===== src/rtl/Pipe_Buf_Reg_PKG.sv =====
// Shared types for the instruction fetch queue: fetch FSM states and the
// queue entry layout at the default PC/instruction widths.
package Pipe_Buf_Reg_PKG;

  localparam int FQ_PC_W  = 9;
  localparam int FQ_INS_W = 32;

  typedef enum logic [1:0] {
    S_IDLE = 2'd0,
    S_RUN  = 2'd1,
    S_HALT = 2'd2
  } fetch_state_e;

  typedef struct packed {
    logic [FQ_PC_W-1:0]  pc;
    logic [FQ_INS_W-1:0] instr;
  } fq_entry;

endpackage


===== src/rtl/fetch_fifo.sv =====
// Circular buffer holding fetched {pc, instr} entries; flush empties it in one
// clock. Callers never push when full or pop when empty.
module fetch_fifo #(
  parameter int DEPTH = 4,
  parameter int WIDTH = 41
) (
  input  logic                     clk,
  input  logic                     reset,
  input  logic                     flush,
  input  logic                     push,
  input  logic                     pop,
  input  logic [WIDTH-1:0]         wdata,
  output logic [WIDTH-1:0]         rdata,
  output logic [$clog2(DEPTH):0]   count
);

  localparam int AW = $clog2(DEPTH);

  logic [WIDTH-1:0] mem_r [DEPTH];
  logic [AW-1:0]    wr_ptr_r;
  logic [AW-1:0]    rd_ptr_r;
  logic [AW:0]      count_r;

  // Storage is cleared on reset so the head reads as zero before any push.
  always_ff @(posedge clk or negedge reset) begin
    if (!reset) begin
      for (int i = 0; i < DEPTH; i++) begin
        mem_r[i] <= '0;
      end
      wr_ptr_r <= '0;
      rd_ptr_r <= '0;
      count_r  <= '0;
    end else if (flush) begin
      wr_ptr_r <= '0;
      rd_ptr_r <= '0;
      count_r  <= '0;
    end else begin
      if (push) begin
        mem_r[wr_ptr_r] <= wdata;
        wr_ptr_r        <= wr_ptr_r + AW'(1);
      end
      if (pop) begin
        rd_ptr_r <= rd_ptr_r + AW'(1);
      end
      case ({push, pop})
        2'b10:   count_r <= count_r + (AW+1)'(1);
        2'b01:   count_r <= count_r - (AW+1)'(1);
        default: count_r <= count_r;
      endcase
    end
  end

  assign rdata = mem_r[rd_ptr_r];
  assign count = count_r;

endmodule


===== src/rtl/fetch_queue.sv =====
// Instruction fetch front end: issues in-order fetches, drops responses that
// belong to a squashed path, and buffers good instructions for IF/ID.
module fetch_queue
  import Pipe_Buf_Reg_PKG::*;
#(
  parameter int PC_W  = FQ_PC_W,
  parameter int INS_W = FQ_INS_W,
  parameter int DEPTH = 4
) (
  input  logic             clk,
  input  logic             reset,
  output logic             imem_req,
  output logic [PC_W-1:0]  imem_addr,
  input  logic             imem_valid,
  input  logic [INS_W-1:0] imem_rdata,
  output logic             out_valid,
  output logic [PC_W-1:0]  out_pc,
  output logic [INS_W-1:0] out_instr,
  input  logic             out_ready,
  input  logic             redirect,
  input  logic [PC_W-1:0]  redirect_pc,
  input  logic             halt
);

  localparam int CW = $clog2(DEPTH) + 1;

  fetch_state_e     state_r;
  fetch_state_e     state_s;
  logic [PC_W-1:0]  fetch_pc_r;
  logic [1:0]       outstanding_r;
  logic [1:0]       outstanding_s;
  logic [1:0]       drop_cnt_r;
  logic [CW-1:0]    count_s;
  logic             issue_s;
  logic             push_s;
  logic             pop_s;
  logic [PC_W-1:0]  resp_pc_s;
  logic [PC_W+INS_W-1:0] head_s;

  // Outstanding includes responses already marked for dropping, so the
  // occupancy test below reserves queue space for every in-flight word.
  assign issue_s = (state_r == S_RUN) && !halt && !redirect &&
                   (outstanding_r < 2'd2) &&
                   ((int'(count_s) + int'(outstanding_r)) < DEPTH);

  assign push_s = imem_valid && (drop_cnt_r == 2'd0) && !redirect;
  assign pop_s  = out_valid && out_ready && !redirect;

  // With nothing left to drop, the oldest live request sits outstanding*4 behind fetch_pc.
  assign resp_pc_s     = fetch_pc_r - PC_W'({outstanding_r, 2'b00});
  assign outstanding_s = outstanding_r + {1'b0, issue_s} - {1'b0, imem_valid};

  always_comb begin
    state_s = state_r;
    case (state_r)
      S_IDLE: state_s = S_RUN;
      S_RUN: begin
        if (halt && !redirect) state_s = S_HALT;
        else                   state_s = S_RUN;
      end
      S_HALT: begin
        if (redirect) state_s = S_RUN;
        else          state_s = S_HALT;
      end
      default: state_s = S_IDLE;
    endcase
  end

  always_ff @(posedge clk or negedge reset) begin
    if (!reset) begin
      state_r       <= S_IDLE;
      fetch_pc_r    <= '0;
      outstanding_r <= 2'd0;
      drop_cnt_r    <= 2'd0;
    end else begin
      state_r       <= state_s;
      outstanding_r <= outstanding_s;
      if (redirect) begin
        fetch_pc_r <= redirect_pc;
        drop_cnt_r <= outstanding_s;
      end else begin
        if (issue_s) begin
          fetch_pc_r <= fetch_pc_r + PC_W'(4);
        end
        if (imem_valid && (drop_cnt_r != 2'd0)) begin
          drop_cnt_r <= drop_cnt_r - 2'd1;
        end
      end
    end
  end

  fetch_fifo #(
    .DEPTH (DEPTH),
    .WIDTH (PC_W + INS_W)
  ) u_fifo (
    .clk   (clk),
    .reset (reset),
    .flush (redirect),
    .push  (push_s),
    .pop   (pop_s),
    .wdata ({resp_pc_s, imem_rdata}),
    .rdata (head_s),
    .count (count_s)
  );

  assign imem_req  = issue_s;
  assign imem_addr = fetch_pc_r;
  assign out_valid = (count_s != '0);
  assign out_pc    = head_s[PC_W+INS_W-1:INS_W];
  assign out_instr = head_s[INS_W-1:0];

endmodule


===== config.mk =====
export PLATFORM = sky130hd
export DESIGN_NAME = fetch_queue
export DESIGN_NICKNAME = d
export VERILOG_FILES = /design/src/rtl/Pipe_Buf_Reg_PKG.sv /design/src/rtl/fetch_fifo.sv /design/src/rtl/fetch_queue.sv
export SDC_FILE = /design/constraint.sdc
export NUM_CORES = 1
export LEC_CHECK = 0
export CAP_MARGIN = 20
export CORE_ASPECT_RATIO = 1.4
export CORE_MARGIN = 2
export CORE_UTILIZATION = 35
export CTS_CLUSTER_SIZE = 40
export DETAILED_ROUTE_END_ITERATION = 8
export PLACE_DENSITY = 0.67
export SETUP_SLACK_MARGIN = 0.05
export SYNTH_ARGS = -nofsm -noshare
export SYNTH_HDL_FRONTEND = slang
export SYNTH_SLANG_ARGS = --single-unit

===== constraint.sdc =====
create_clock -name clk -period 2 [get_ports clk]
set_clock_uncertainty 0.05 [all_clocks]
set_input_delay 0.5 -clock clk [delete_from_list [all_inputs] [get_ports clk]]
set_output_delay 0.5 -clock clk [all_outputs]
set_load 0.01 [all_outputs]

==> reports/metrics.sh, run 1 <==
REGISTERS.TOP_BY_FF_COUNT='u_fifo.mem_r'
SLOWEST_DELAY_NS=0.53
PG_SEQ_uW=5630
LARGEST_REGISTER_FFS=164
TIMING.FINAL.CRIT_SHARE_PCT=122
SW_FRAC_OF_TOTAL_PCT=30.1
POST-SYNTH-TOP-COUNT-CELL='dfrtp_1'
SYNTH_CELLS=568
WORST_EP_ARRIVAL_NS=1.89
PATH_CELLS='buf_12 -> buf_4 -> mux4_2 -> buf_6'
POWER.DENSITY_nW_PER_UM2=1300
NUM-NETS-FINAL=793
CTS_SINKS=186
CRIT_SLOWEST_CELL='dfrtp_4'
GRT_RESOURCE_USAGE_TOTAL_PCT=16.1
PLACED_INST_AREA_UM2=10200
DIEWIDTH_UM=136
CTS_BUFFERS=17
DETAILED_PLACE_HPWL_MM=13.2
HOLDCRITPATHCLASS='reg2reg'
PLACE.PORT_BUFFERS=98
ASYNCSETRESETFLOPFRACSYNTH_PCT=100
CTS_REPAIR_RESIZE_COUNT=252
FIRSTDRTPASSITERS=4
ROUTED_WIRELENGTH_MM=19.6
MET2_USAGE_PCT=30.4
TOP_POWER_GROUP='combinational logic'
SYNTH-WARNING-COUNT=0
FINAL_LAYOUT_TOP_LOGIC_CELLS='dfrtp_1, mux2_2, buf_4, clkdlybuf4s50_1, buf_6'
TIMING.CRITICAL_PATH.FROM_TYPE='register'
VIAS_IN_THE_FIRST_GLOBAL_ROUTE=6041
PEAKVDDDROP_mV=0.607
POWER_FRAC_CLOCK_PCT=22.2
POWER.LEAKAGE_uW=0.00515
ROUTED-WL-MET2_MM=11.2
SYNTH_TOP_FLOP_CELL='dfrtp_1'
YOSYS-STAT-CELLS=568
AVGROUTEDWIREPERCELL_UM=18.6
CRIT_PATH_END='out_instr[1]'
PLACEMENTROWS=67
WORST_HOLD_PATH_STARTPOINT='u_fifo.mem_r[122]$_DFFE_PN0P_'
CP.REQUIRED_NS=1.45
DRTITER0DRC=267
YOSYS.STAT.SEQSHARE_PCT=54.5
GPL.FINAL_WEIGHTED_CONGESTION=0.701
FINAL_PERIOD_MINUS_WORST_SETUP_SLACK_NS=2.44
FINAL_LAYOUT_SIZE_SUFFIX_GT1_SHARE_PCT=51.7
REPORT.FINAL.SLEW_VIOL_COUNT=0
CTS.HOLD.BUFFERS_ADDED=1
MAPPEDNETLISTNETS=628
TIMING.HOLD.WS_NS=0.429
MAXCAP_VIOLATIONS=0
R2R_START='u_fifo.count[2]$_DFFE_PN0P_'
WIRE_LENGTH_THE_DETAILED_ROUTER_PLACED_ON_MET1_MM=7.42
WORST_SETUP_PATH_END_KIND='output pin'
CLOCK_INSERTION_DELAY_WORST_SKEW_NS=0.44
P_COMB_uW=5820
DIEHEIGHT_UM=189
FAILED_CHECKS='negative setup slack'
SYNTH_TOP_AREA_SHARE_PCT=54.5
VIAS_PER_CELL=5.04
CTS_SETUP_BUFFERS=29
MAXCLOCKFREQUENCY_MHz=410
STDCELL_COUNT=1056
YOSYS-TOP-CELLS-AREA='dfrtp_1, mux2_2, mux4_2'
RUN_STATUS='finished, violations left'
POST_SYNTH_TOP_CELLS='dfrtp_1, mux2_2, mux4_2, nand2_1, o21ai_0'
WORST_SLEW_PIN_SLEW_NS=0.424
POWER.NET_SWITCHING_uW=4420
SLEW_HEADROOM_PCT=71.7
GRT_BUSIEST_LAYER='met2'
R2R_CELLS=8
SYNTH_FLOP_COUNT=186
GROUTE.LAYER.MET3.USAGE_PCT=3.23
TRITONCTS='done'
LARGEST_AREA_CELL='dfrtp_1'
COMBINATIONALPOWERSHARE_PCT=39.6
SYNTH_CELL_TYPE_COUNT=44
ANT_NETS=0
CLOCK_PATH_BUFFERS=2
SETUP.REG_TO_REG.WORST_SLACK_NS=0
PRECTSSETUPSLACK_NS=-0.712
GRT-OVFL-TOTAL=0
FLOORPLAN.INITIALDENSITY_PCT=35.6
CRITICAL_PATH_STARTPOINT='u_fifo.rd_ptr_r[0]$_DFFE_PN0P_'
TNS_NS=-15.80
TIMING_HOLD_VIOLATIONS_FINAL=0
AREA_GROWTH_SYN_TO_LAYOUT_PCT=32.6
GR-USAGE-MET1_PCT=17.6
DESIGN.DIE.AREA_UM2=25700
SETUP_VIOL=44
CRITICAL_PATH.TOP_DELAY_FAMILY='flip-flops'
DETAILROUTE.VIA_COUNT=5317
FINAL_UTIL_PCT=47.2
PLACEABLECOREAREA_UM2=24000
FIRST_PASS_GRT_WIRE_LENGTH_MM=31.7
CTS-ROOT-BUF='clkbuf_16'
HOLD_END='u_fifo.mem_r[122]$_DFFE_PN0P_'
SEQPWRFRAC_PCT=38.2
ROUTE.TOP_LAYER_USED='met4'
PLACEDCELLCOUNT=990
COUNT_OF_CELL_INSTANCES_TRAVERSED_BY_THE_CRITICAL_PATH=4
WORST_HOLD_PATH.NUM_CELLS=2
REMAINING_DRC_ERRORS=0
MET3ROUTEDLENGTH_UM=676
GRT_MAX_DEGREE=45
ANTENNA_CELLS=0
P_TOTAL_uW=14700
SYN_AREA_UM2=8540
HTREEDEPTH=4
P_INT_uW=10300
YOSYS.STAT.CHIPAREA_UM2=8540
UNREPAIRED_SETUP_ENDPOINTS_AFTER_GLOBAL_ROUTING='true'
CP_MAX_FO=9
LAYOUT.CELL_AREA.NON_FILLER_UM2=11300
TIMING.RR.END='u_fifo.count[2]$_DFFE_PN0P_'
FIN_WS_NS=-0.438
CLK_TRANSITION_REPORTED_PATHS_NS=0.06
WORSTSETUPPATHTYPE='reg2out'
AVERAGE_SIZE_OF_A_MAPPED_CELL_UM2=15.0
LOG.WARNING_COUNT=31
IO_PINS=99
TIMING.CRITICAL_PATH.BUF_INV=3
SYNTH-EDFF-COUNT=0
ANTENNA_VIOLATIONS_BEFORE_REPAIR=0
FINAL_COMMON_CELL='dfrtp_1'
==> run 1: cell type report <==
type / count / area (µm²)
clock inverter: 11 / 115
clock buffer: 21 / 460
tap: 310 / 388
multi-input combinational: 332 / 3690
sequential: 186 / 4670
timing repair buffer: 184 / 1950
fill: 2071 / 12700
inverter: 12 / 52.6
==> run 1: logic make-up after synthesis <==
family / after synthesis / synth area share, %
muxes: 191 / 30.6
DFF: 186 / 54.5
and+or+nand+nor: 71 / 4.32
buffers and inverters: 50 / 3.96
AOI/OAI and AO/OA: 45 / 3.30
adders and majority gates: 13 / 2.08
xor gates and xnor gates: 12 / 1.23
==> run_1/ff_map.png <==
Other sequential cells in the stronger grey, the rest of the logic in the fainter grey.
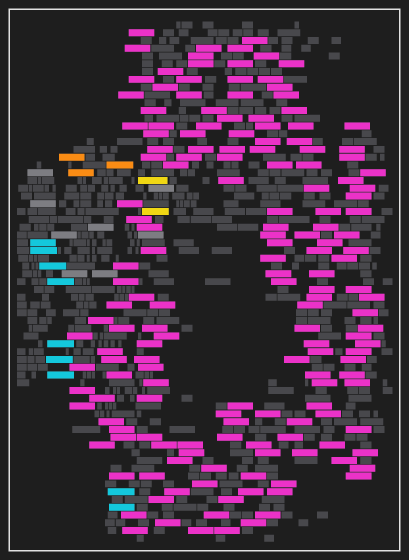
[u_fifo.rd_ptr_r] yellow | sequential cells: 2
[imem_addr] cyan | sequential cells: 9
[u_fifo.count] orange | sequential cells: 3
[u_fifo.mem_r] magenta | sequential cells: 164
not coloured: 8

==> run_1/sizing.png <==
Bar = 50 µm.
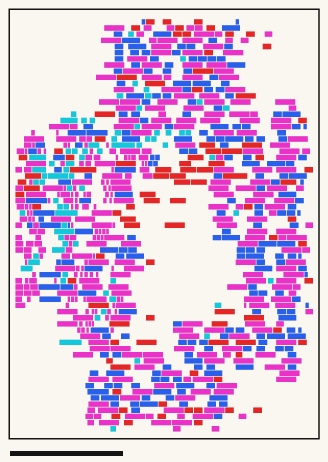
[x1 and smaller] magenta | cells: 360 | share: 48% | most used: dfrtp_1
[x3 and x4] cyan | cells: 72 | share: 9.7% | most used: buf_4
[x2] blue | cells: 222 | share: 30% | most used: mux2_2
[x6 and larger] red | cells: 92 | share: 12% | most used: buf_6

==> run_1/clock_nets.png <==
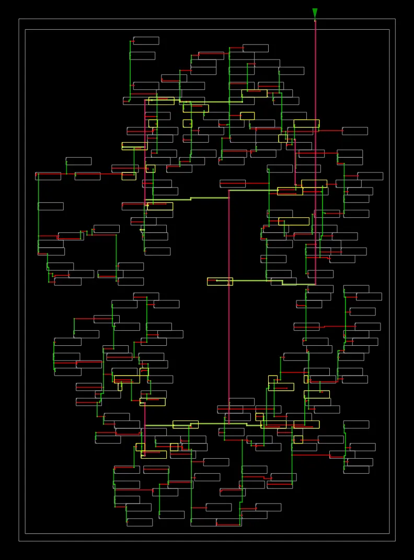
clk pwr: 3270 µW
clock buffer count: 21

==> run_1/clock_wires.png <==
Bar = 50 µm.
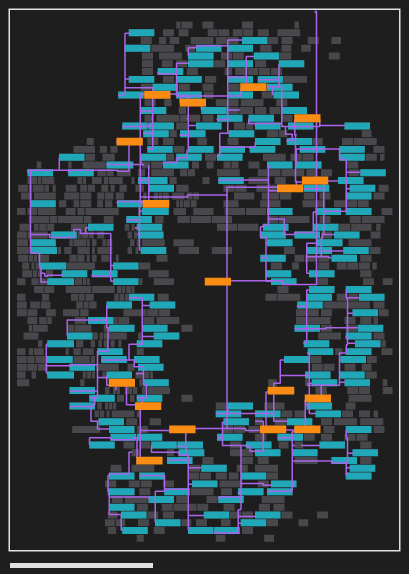

==> run 2: changes to the inputs <==
==> constraint.sdc (replaced) <==
create_clock -name clk -period 2.2 [get_ports clk]
set_clock_uncertainty 0.05 [all_clocks]
set_input_delay 0.55 -clock clk [delete_from_list [all_inputs] [get_ports clk]]
set_output_delay 0.55 -clock clk [all_outputs]
set_load 0.01 [all_outputs]
==> run_2/clock_wires.png <==
Bar = 50 µm.
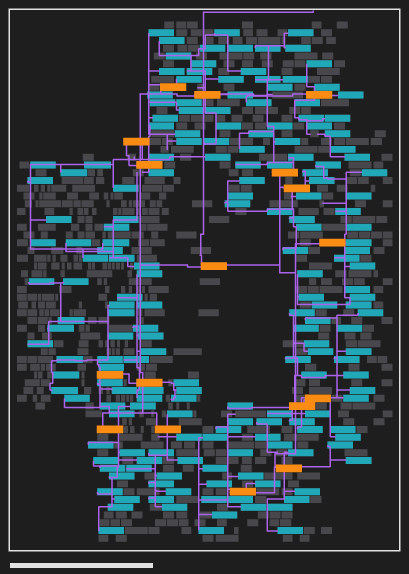
[clock wires] purple | length: 2270 µm
[flip-flops] cyan | count: 186
[clock-net drivers] orange | count: 17
flops lie: all over the die
routed clock nets: 18

==> reports/metrics.sh, run 2 <==
WORST_HOLD_PATH.NUM_CELLS=2
POST_SYNTHESIS_SIMPLE_GATE_AREA_FRACTION_PCT=4.32
SYNTH_LOGIC_FAMILY='multiplexers'
INVERTERS=12
SLOWEST_DELAY_NS=0.51
TIMING.RR.END='u_fifo.mem_r[161]$_DFFE_PN0P_'
PG_SEQ_uW=5120
HOLDCRITPATHCLASS='reg2reg'
YOSYS-TOP-CELLS-AREA='dfrtp_1, mux2_2, mux4_2'
GR-USAGE-MET1_PCT=18.4
FINAL_LAYOUT_SIZE_SUFFIX_GT1_SHARE_PCT=48.3
HTREEDEPTH=4
LARGEST_REGISTER_FFS=164
IO_PINS=99
CP_MAX_FO=5
REGISTERS.TOP_BY_FF_COUNT='u_fifo.mem_r'
AVGROUTEDWIREPERCELL_UM=19.0
YOSYS.STAT.SEQSHARE_PCT=54.5
GROUTE.LAYER.MET3.USAGE_PCT=2.96
CLOCK_POWER_uW=3150
SYNTH_CELL_TYPE_COUNT=44
PEAKVDDDROP_mV=0.603
ROUTE.TOP_LAYER_USED='met4'
POWER_FRAC_CLOCK_PCT=23.5
CTS_SINKS=186
CTS_BUFFERS=17
LARGEST_AREA_CELL='dfrtp_1'
WORST_EP_ARRIVAL_NS=1.90
TIMING_HOLD_VIOLATIONS_FINAL=0
CRITICAL_PATH.TOP_DELAY_FAMILY='buffers and inverters'
FAILED_CHECKS='negative setup slack'
UNREPAIRED_SETUP_ENDPOINTS_AFTER_GLOBAL_ROUTING='true'
SEQAREAFRACTION_PCT=42.2
CLK_SHARE_PCT=5.44
SYN_AREA_UM2=8540
FINAL_COMMON_CELL='dfrtp_1'
COMBINATIONALPOWERSHARE_PCT=38.2
CTS-ROOT-BUF='clkbuf_16'
PLACEMENTROWS=67
R2R_CELLS=8
FINAL_PERIOD_MINUS_WORST_SETUP_SLACK_NS=2.50
CLK_TRANSITION_REPORTED_PATHS_NS=0.07
CLOCK_INSERTION_DELAY_WORST_SKEW_NS=0.45
LOG.WARNING_COUNT=31
CTS_SETUP_BUFFERS=10
FIN_WS_NS=-0.304
AREA_GROWTH_SYN_TO_LAYOUT_PCT=29.6
TIMING.HOLD.WS_NS=0.432
YOSYS-STAT-CELLS=568
WORST_SETUP_PATH_END_KIND='output pin'
CTS_REPAIR_RESIZE_COUNT=228
SYNTH_TOP_AREA_SHARE_PCT=54.5
LAYOUT.CELL_AREA.NON_FILLER_UM2=11100
P_COMB_uW=5100
CLOCK_PATH_BUFFERS=2
WORSTSETUPPATHTYPE='reg2out'
GPL.FINAL_WEIGHTED_CONGESTION=0.740
SEQ_AREA_UM2=4670
WORST_HOLD_PATH_STARTPOINT='u_fifo.mem_r[78]$_DFFE_PN0P_'
POWER.NET_SWITCHING_uW=4040
TIMING.FINAL.CRIT_SHARE_PCT=114
SYNTH-WARNING-COUNT=0
DIEHEIGHT_UM=189
STDCELL_COUNT=1022
ANTENNA_VIOLATIONS_BEFORE_REPAIR=0
LOGIC_GATES=332
AVERAGE_SIZE_OF_A_MAPPED_CELL_UM2=15.0
TOP_POWER_GROUP='sequential cells'
COMPOUND_AREA_SHARE_PCT=3.30
P_TOTAL_uW=13400
P_INT_uW=9330
SW_FRAC_OF_TOTAL_PCT=30.2
GRT_RESOURCE_USAGE_TOTAL_PCT=16.2
NNONCLKBUFFERS=150
COUNT_OF_CELL_INSTANCES_TRAVERSED_BY_THE_CRITICAL_PATH=5
R2R_START='imem_addr[2]$_DFFE_PN0P_'
ASYNCSETRESETFLOPFRACSYNTH_PCT=100
NCLKBUFFERS=17
VIAS_IN_THE_FIRST_GLOBAL_ROUTE=5900
GRT_BUSIEST_LAYER='met2'
MAXCLOCKFREQUENCY_MHz=399
RUN_STATUS='finished, violations left'
SYNTH-EDFF-COUNT=0
DETAILED_PLACE_HPWL_MM=12.6
TIMING.CRITICAL_PATH.BUF_INV=4
POST-SYNTH-TOP-COUNT-CELL='dfrtp_1'
REMAINING_DRC_ERRORS=0
GRT_MAX_DEGREE=60
FLOP-COUNT=186
ANT_NETS=0
MAPPEDNETLISTNETS=628
ANTENNA_CELLS=0
SETUP_VIOL=41
CP.REQUIRED_NS=1.60
YOSYS.AREA_SHARE.ADDER_PCT=2.08
SYNTH_TOP_FLOP_CELL='dfrtp_1'
FIRST_PASS_GRT_WIRE_LENGTH_MM=31.4
PLACEDCELLCOUNT=973
WIRE_LENGTH_THE_DETAILED_ROUTER_PLACED_ON_MET1_MM=7.64
DRTITER0DRC=125
PLACE.PORT_BUFFERS=98
PRECTSSETUPSLACK_NS=-0.590
TNS_NS=-10.60
FLOORPLAN.INITIALDENSITY_PCT=35.6
PLACEABLECOREAREA_UM2=24000
COMB-CELL-SHARE_PCT=32.6
YOSYS-MUX-AREA-FRACTION_PCT=30.6
MET3ROUTEDLENGTH_UM=613
SETUP.REG_TO_REG.WORST_SLACK_NS=0.22
SYNTH.CELLMIX.XORXNORSHARE_PCT=1.23
PATH_CELLS='buf_6 -> buf_8 -> buf_16 -> mux4_2 -> buf_6'
TIMING.CRITICAL_PATH.FROM_TYPE='register'
SEQPWRFRAC_PCT=38.3
MET2_USAGE_PCT=29.2
POWER.LEAKAGE_uW=0.00500
DOMINANT_CELLS='flip-flops and latches'
ROUTED-WL-MET2_MM=10.7
PLACED_INST_AREA_UM2=10100
TAP_CELLS=310
NUM-NETS-FINAL=759
FINAL-COMB-AREA_UM2=3600
CRIT_SLOWEST_CELL='mux4_2'
SLEW_HEADROOM_PCT=71.7
REPORT.FINAL.SLEW_VIOL_COUNT=0
MAXCAP_VIOLATIONS=0
WORST_SLEW_PIN_SLEW_NS=0.425
POWER.DENSITY_nW_PER_UM2=1210
GRT-OVFL-TOTAL=0
SYNTH_CELLS=568
BUFAREASHARENONCLOCK_PCT=15.9
POST_SYNTH_TOP_CELLS='dfrtp_1, mux2_2, mux4_2, nand2_1, o21ai_0'
CTS.HOLD.BUFFERS_ADDED=1
DIEWIDTH_UM=136
FIRSTDRTPASSITERS=4
==> run_2/m4.png <==
Supply wires on this layer in grey.
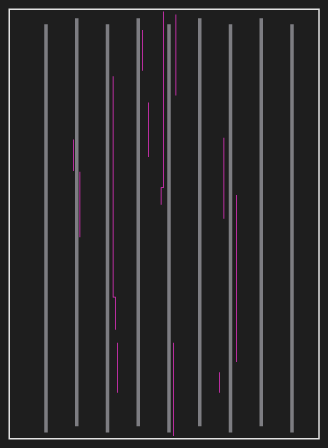
wire length on this layer: 498 µm
main direction: vertical
share of all routed wire: 2.6%
longest straight run: 97.4 µm
vias after detailed routing: 5194
total wire length after detailed routing: 19.4 mm

-- run 2: netlist changes by cell type in the layout (fill, tap and decap cells not counted), moves of 4 or more --
cell             delta
buf_12              -4
buf_16              +6
buf_2               -5
buf_4              -29
clkdlybuf4s50_1     +5
clkinv_4            -4
dlygate4sd2_1       -5
inv_6               +4
o21ai_0             +6
o21ai_1             -6
-- run 2: worst min path at each step --
| stage | to |
|---|---|
| floorplan | drop_cnt_r[0]$_DFFE_PN0P_ |
| global placement | u_fifo.mem_r[81]$_DFFE_PN0P_ |
| detailed placement | u_fifo.mem_r[118]$_DFFE_PN0P_ |
| CTS | u_fifo.mem_r[78]$_DFFE_PN0P_ |
| global route | u_fifo.mem_r[81]$_DFFE_PN0P_ |
| finish | u_fifo.mem_r[78]$_DFFE_PN0P_ |
Power figures rest on the tool's default switching activity, not on a simulated workload.
